### Sequential cells colored by netlist name

Other sequential cells in the stronger gray, the rest of the logic in the fainter gray.
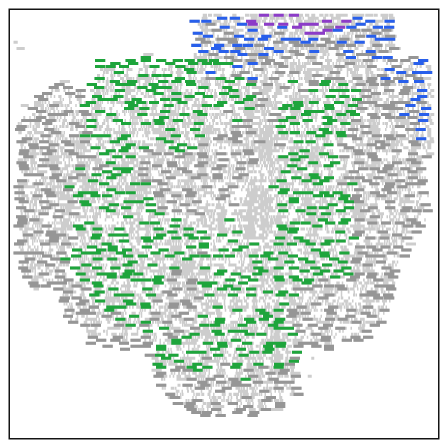
### Wire density map

The bar under the picture is 100 um long. The die is cut into 39 by 39 equal tiles; dark purple is low, yellow is high, scaled to the fullest tile. Values are wire area over tile area, all layers added.
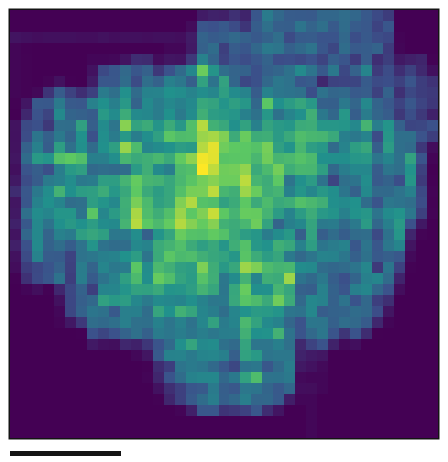
### Clock wires, drivers and flops

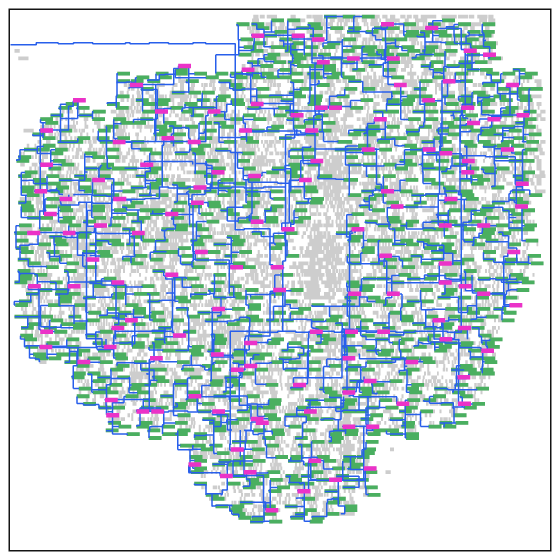
### Placement view

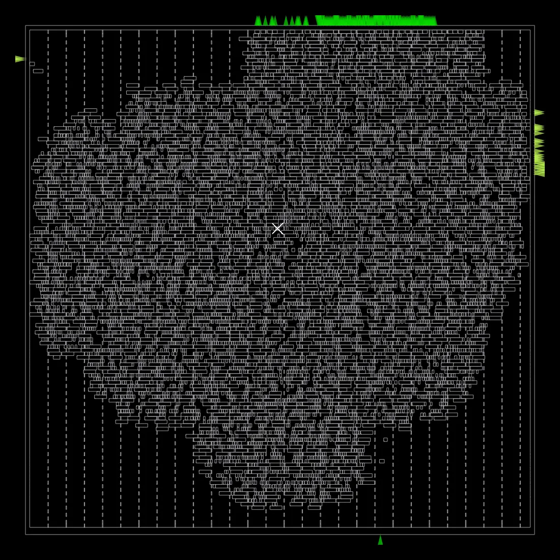
### src/rtl/sobel_frame_ctrl.sv
// Frame sequencer for a Sobel engine: builds 3x3 windows from a raster pixel stream,
// issues one window at a time and tags each returned gradient with its centre (x,y).
module sobel_frame_ctrl #(
  parameter int IMG_W       = 64,
  parameter int IMG_H       = 64,
  parameter int TIMEOUT_CYC = 32
) (
  input  logic                     clk,
  input  logic                     rst_n,
  input  logic                     start,
  input  logic                     pix_valid,
  input  logic [7:0]               pix_data,
  output logic                     pix_ready,
  output logic                     eng_enable,
  output logic                     eng_valid_in,
  output logic [71:0]              eng_pixels,
  input  logic                     eng_busy,
  input  logic                     eng_valid_out,
  input  logic [15:0]              eng_gradient,
  output logic                     res_valid,
  output logic [15:0]              res_data,
  output logic [$clog2(IMG_W)-1:0] res_x,
  output logic [$clog2(IMG_H)-1:0] res_y,
  output logic                     busy,
  output logic                     frame_done,
  output logic                     err_timeout
);

  localparam int COL_W = $clog2(IMG_W);
  localparam int ROW_W = $clog2(IMG_H);
  localparam int TMO_W = $clog2(TIMEOUT_CYC + 1);

  typedef enum logic [2:0] {
    S_IDLE,
    S_ACCEPT,
    S_ISSUE,
    S_WAIT,
    S_DONE
  } state_t;

  state_t           r_state;
  state_t           w_state_nxt;

  logic [COL_W-1:0] r_col;
  logic [ROW_W-1:0] r_row;
  logic [TMO_W-1:0] r_tmo_cnt;
  logic [7:0]       r_lb0 [IMG_W];
  logic [7:0]       r_lb1 [IMG_W];
  logic [7:0]       r_win [3][3];

  logic [71:0]      r_eng_pixels;
  logic             r_eng_valid_in;
  logic             r_eng_enable;
  logic             r_res_valid;
  logic [15:0]      r_res_data;
  logic [COL_W-1:0] r_res_x;
  logic [ROW_W-1:0] r_res_y;
  logic             r_frame_done;
  logic             r_err_timeout;

  logic             w_pix_ready;
  logic             w_start_frame;
  logic             w_accept;
  logic             w_issue;
  logic             w_result;
  logic             w_timeout;
  logic             w_advance;
  logic             w_win_ready;
  logic             w_last_pix;
  logic             w_tmo_last;
  logic [71:0]      w_window;

  // A window is complete once the current pixel is at least the third row and third column.
  assign w_win_ready = (r_row >= ROW_W'(2)) && (r_col >= COL_W'(2));
  assign w_last_pix  = (r_col == COL_W'(IMG_W - 1)) && (r_row == ROW_W'(IMG_H - 1));
  assign w_tmo_last  = (r_tmo_cnt == TMO_W'(TIMEOUT_CYC - 1));
  assign w_window    = {r_win[0][0], r_win[0][1], r_win[0][2],
                        r_win[1][0], r_win[1][1], r_win[1][2],
                        r_win[2][0], r_win[2][1], r_win[2][2]};

  // NOTE: state and datapath registers use non-blocking assignments so every flop samples pre-edge values.
  always_ff @(posedge clk or negedge rst_n) begin
    if (!rst_n) r_state <= S_IDLE;
    else        r_state <= w_state_nxt;
  end

  // NOTE: every signal gets its default before the case, so no path can infer a latch.
  always_comb begin
    w_state_nxt   = r_state;
    w_pix_ready   = 1'b0;
    w_start_frame = 1'b0;
    w_accept      = 1'b0;
    w_issue       = 1'b0;
    w_result      = 1'b0;
    w_timeout     = 1'b0;
    w_advance     = 1'b0;
    unique case (r_state)
      S_IDLE: begin
        if (start) begin
          w_start_frame = 1'b1;
          w_state_nxt   = S_ACCEPT;
        end
      end
      S_ACCEPT: begin
        w_pix_ready = 1'b1;
        if (pix_valid) begin
          w_accept = 1'b1;
          if (w_win_ready) w_state_nxt = S_ISSUE;
          else             w_advance   = 1'b1;
        end
      end
      S_ISSUE: begin
        if (!eng_busy) begin
          w_issue     = 1'b1;
          w_state_nxt = S_WAIT;
        end
      end
      S_WAIT: begin
        if (eng_valid_out) begin
          w_result    = 1'b1;
          w_advance   = 1'b1;
          w_state_nxt = w_last_pix ? S_DONE : S_ACCEPT;
        end else if (w_tmo_last) begin
          w_timeout   = 1'b1;
          w_state_nxt = S_DONE;
        end
      end
      S_DONE:  w_state_nxt = S_IDLE;
      default: w_state_nxt = S_IDLE;
    endcase
  end

  // NOTE: the line buffers sit in the async reset so a reset frame starts from all-zero storage.
  always_ff @(posedge clk or negedge rst_n) begin
    if (!rst_n) begin
      for (int i = 0; i < IMG_W; i++) begin
        r_lb0[i] <= '0;
        r_lb1[i] <= '0;
      end
      for (int r = 0; r < 3; r++)
        for (int c = 0; c < 3; c++)
          r_win[r][c] <= '0;
    end else if (w_accept) begin
      for (int r = 0; r < 3; r++) begin
        r_win[r][0] <= r_win[r][1];
        r_win[r][1] <= r_win[r][2];
      end
      r_win[0][2]  <= r_lb1[r_col];
      r_win[1][2]  <= r_lb0[r_col];
      r_win[2][2]  <= pix_data;
      r_lb1[r_col] <= r_lb0[r_col];
      r_lb0[r_col] <= pix_data;
    end
  end

  always_ff @(posedge clk or negedge rst_n) begin
    if (!rst_n) begin
      r_col          <= '0;
      r_row          <= '0;
      r_tmo_cnt      <= '0;
      r_eng_pixels   <= '0;
      r_eng_valid_in <= 1'b0;
      r_eng_enable   <= 1'b0;
      r_res_valid    <= 1'b0;
      r_res_data     <= '0;
      r_res_x        <= '0;
      r_res_y        <= '0;
      r_frame_done   <= 1'b0;
      r_err_timeout  <= 1'b0;
    end else begin
      r_eng_valid_in <= 1'b0;
      r_res_valid    <= 1'b0;
      r_frame_done   <= (r_state == S_DONE);

      if (w_start_frame) begin
        r_err_timeout <= 1'b0;
        r_eng_enable  <= 1'b1;
      end
      if (r_state == S_DONE) r_eng_enable <= 1'b0;

      if (w_start_frame) begin
        r_col <= '0;
        r_row <= '0;
      end else if (w_advance) begin
        if (r_col == COL_W'(IMG_W - 1)) begin
          r_col <= '0;
          r_row <= r_row + ROW_W'(1);
        end else begin
          r_col <= r_col + COL_W'(1);
        end
      end

      // The window snapshot is held on eng_pixels until the next issue.
      if (w_issue) begin
        r_eng_valid_in <= 1'b1;
        r_eng_pixels   <= w_window;
        r_tmo_cnt      <= '0;
      end else if (r_state == S_WAIT) begin
        r_tmo_cnt <= r_tmo_cnt + TMO_W'(1);
      end

      if (w_result) begin
        r_res_valid <= 1'b1;
        r_res_data  <= eng_gradient;
        r_res_x     <= r_col - COL_W'(1);
        r_res_y     <= r_row - ROW_W'(1);
      end
      if (w_timeout) r_err_timeout <= 1'b1;
    end
  end

  assign pix_ready    = w_pix_ready;
  assign busy         = (r_state != S_IDLE);
  assign eng_enable   = r_eng_enable;
  assign eng_valid_in = r_eng_valid_in;
  assign eng_pixels   = r_eng_pixels;
  assign res_valid    = r_res_valid;
  assign res_data     = r_res_data;
  assign res_x        = r_res_x;
  assign res_y        = r_res_y;
  assign frame_done   = r_frame_done;
  assign err_timeout  = r_err_timeout;

endmodule

### config.mk
export PLATFORM = sky130hd
export DESIGN_NAME = sobel_frame_ctrl
export DESIGN_NICKNAME = d
export VERILOG_FILES = /design/src/rtl/sobel_frame_ctrl.sv
export SDC_FILE = /design/constraint.sdc
export NUM_CORES = 2
export LEC_CHECK = 0
export ABC_AREA = 1
export CORE_MARGIN = 3
export CORE_UTILIZATION = 40
export DETAILED_ROUTE_END_ITERATION = 6
export PLACE_DENSITY = 0.66
export SLEW_MARGIN = 10
export SYNTH_ARGS = -nofsm -noshare
export SYNTH_HDL_FRONTEND = slang
export SYNTH_SLANG_ARGS = --single-unit
### constraint.sdc
create_clock -name clk -period 2.55 [get_ports clk]
set_input_delay 0.51 -clock clk [delete_from_list [all_inputs] [get_ports clk]]
set_output_delay 0.51 -clock clk [all_outputs]
set_load 0.005 [all_outputs]
==> flow_metrics.env <==
# flow metrics
export IMPL_criticalPathCategory="flop to flop"
export IMPL_violations="DRC, setup timing"
export IMPL_totalWireLength_um=199000
export IMPL_power_density_nw_per_um2=1150
export IMPL_grt_busiest_layer="met2"
export IMPL_clock_sinks=1222
export IMPL_yosysChipArea_um2=58000
export IMPL_pg_clk_uw=19700
export IMPL_place_inst=9885
export IMPL_crit_family="buffers and inverters"
export IMPL_sequentialPower_uw=25700
export IMPL_grt_usage_pct=24.7
export IMPL_post_cts_setup_buffers=0
export IMPL_die_h_um=387
export IMPL_syn_to_final_growth_pct=21.8
export IMPL_min_period_ns=2.64
export IMPL_inv_count=229
export IMPL_rsz0062_at_grt="true"
export IMPL_cts_clk_slew_worst_paths_ns=0.06
export IMPL_warning_count=34
export IMPL_adder_share_pct=0.151
export IMPL_placeableCoreArea_um2=144000
export IMPL_switching_share_pct=41.3
export IMPL_r2r_start="r_col[0]"
export IMPL_grt_antenna_before_repair=3
export IMPL_seq_share_pct=43.3
export IMPL_hp_start="eng_gradient[5]"
export IMPL_worstPathRequired_ns=3.22
export IMPL_n_antenna_cell=0
export IMPL_drc=9
export IMPL_portBuffers=136
export IMPL_critical_path_endpoint="r_lb1[149]"
export IMPL_power_switching_uw=33500
export IMPL_synthCells=8019
export IMPL_logic_gates=6068
export IMPL_sh_comb_area_pct=35.8
export IMPL_xor_share_pct=0.181
export IMPL_fmax_mhz=378
export IMPL_grt_overflow=0
export IMPL_logic_area_um2=25300
export IMPL_edf_count=0
export IMPL_drtIter0Drc=6396
export IMPL_compound_area_share_pct=6.31
export IMPL_grt_use_met2_pct=38.2
export IMPL_utilization_pct=49.2
export IMPL_n_all_buffers=544
export IMPL_cp_startpoint="r_col[0]"
export IMPL_fp_nets=8056
export IMPL_synth_area_um2=58000
export IMPL_ctsHtreeMaxLevel=4
export IMPL_finalWorstSetupSlack_ns=-0.0939
export IMPL_async_flop_share_pct=100
export IMPL_grtUsageMet3_pct=4.10
export IMPL_cts_tree="done"
export IMPL_crit_path_max_fanout=10
export IMPL_leakage_uw=0.0379
export IMPL_ys_cells=8019
export IMPL_ys_warn_count=0
export IMPL_drive_gt1_share_pct=12.0
export IMPL_relSlewSlack_pct=23.7
export IMPL_cap_violations=0
export IMPL_fin_skew_ns=0.0754
export IMPL_yosysTopAreaCellShare_pct=52.7
export IMPL_ff2ff_path_depth=19
export IMPL_fin_area_um2=70700
export IMPL_reg2reg_slack_ns=-0.09
export IMPL_flop_area_um2=30600
export IMPL_clock_latency_ns=0.81
export IMPL_p_int_uw=47600
export IMPL_largest_cell_class="flip-flops and latches"
export IMPL_setup_viol=206
export IMPL_grt_max_degree=140
export IMPL_status="finished, violations left"
export IMPL_place_area_um2=63300
export IMPL_synth_seq_cells=1222
export IMPL_worstSetupEndpointType="flop"
export IMPL_ys_top_logic_family="simple AND/OR/NAND/NOR gates"
export IMPL_largestRegisters="r_lb0 x512, r_lb1 x512"
export IMPL_timing_critical_path_mode_cell="nand2_1"
export IMPL_place_hpwl_um=120000
export IMPL_crit_path_top_delay_cell="dfrtp_4"
export IMPL_met1_usage_pct=34.3
export IMPL_cp_slowest_stage_delay_ns=0.46
export IMPL_flop_cell="dfrtp_1"
export IMPL_crit_chain="buf_12 > clkinv_16 > buf_12 > buf_16 > buf_12 > nand2_2 > nand2_1 > nand2_1 > nand2_1 > nand2_1 > nand2_1 > nand2_1 > nand2_2 > buf_12 > nor2_4 > nand2_8 > clkbuf_16 > nand2_1 > nand2_1"
export IMPL_finalMaxSlewViolations=0
export IMPL_holdPathStages=3
export IMPL_nNetsFinal=8237
export IMPL_preCtsSetupSlack_ns=-0.0326
export IMPL_fin_tns_setup_ns=-6.12
export IMPL_nonClkBufAreaFrac_pct=9.81
export IMPL_startpoint_type="flop"
-- 'Sequential cells colored by netlist name' (at the start) --
legend:
  r_lb1:
    color: green
    sequential_cells: 512
  res_data:
    color: purple
    sequential_cells: 16
  eng_pixels:
    color: blue
    sequential_cells: 72
not colored: 622

-- 'Wire density map' (at the start) --
mean over tiles: 0.22
fullest tile: 0.73
nearly empty tiles: 26%

-- 'Clock wires, drivers and flops' (at the start) --
legend:
  clock wires:
    color: blue
    length: 15,700 um
  clock drivers:
    color: magenta
    count: 135
  flip-flops:
    color: green
    count: 1,222
flops lie: all over the die

-- 'Placement view' (at the start) --
tap cells: 1,903
filler cell count: 13,700
Post-Layout Cell Count: 10,200
flop count: 1,222
# rows: 139

-- routing by layer --
layer  up-vias  wire (um)
met4         0       9070
met5         -          0
met2      2348      90000
met1     25700      82800
li1      24800          -
met3       426      17500
-- worst register-to-register path, cell delays in order, from the launching register on --
cell and delay, ns:
dfrtp_4 0.46, buf_12 0.14, clkinv_16 0.08, buf_12 0.17, buf_16 0.18, buf_12 0.14, nand2_2 0.05, nand2_1 0.05
nand2_1 0.07, nand2_1 0.05, nand2_1 0.05, nand2_1 0.05, nand2_1 0.07, nand2_2 0.07, buf_12 0.15, nor2_4 0.16
nand2_8 0.19, clkbuf_16 0.25, nand2_1 0.07, nand2_1 0.06
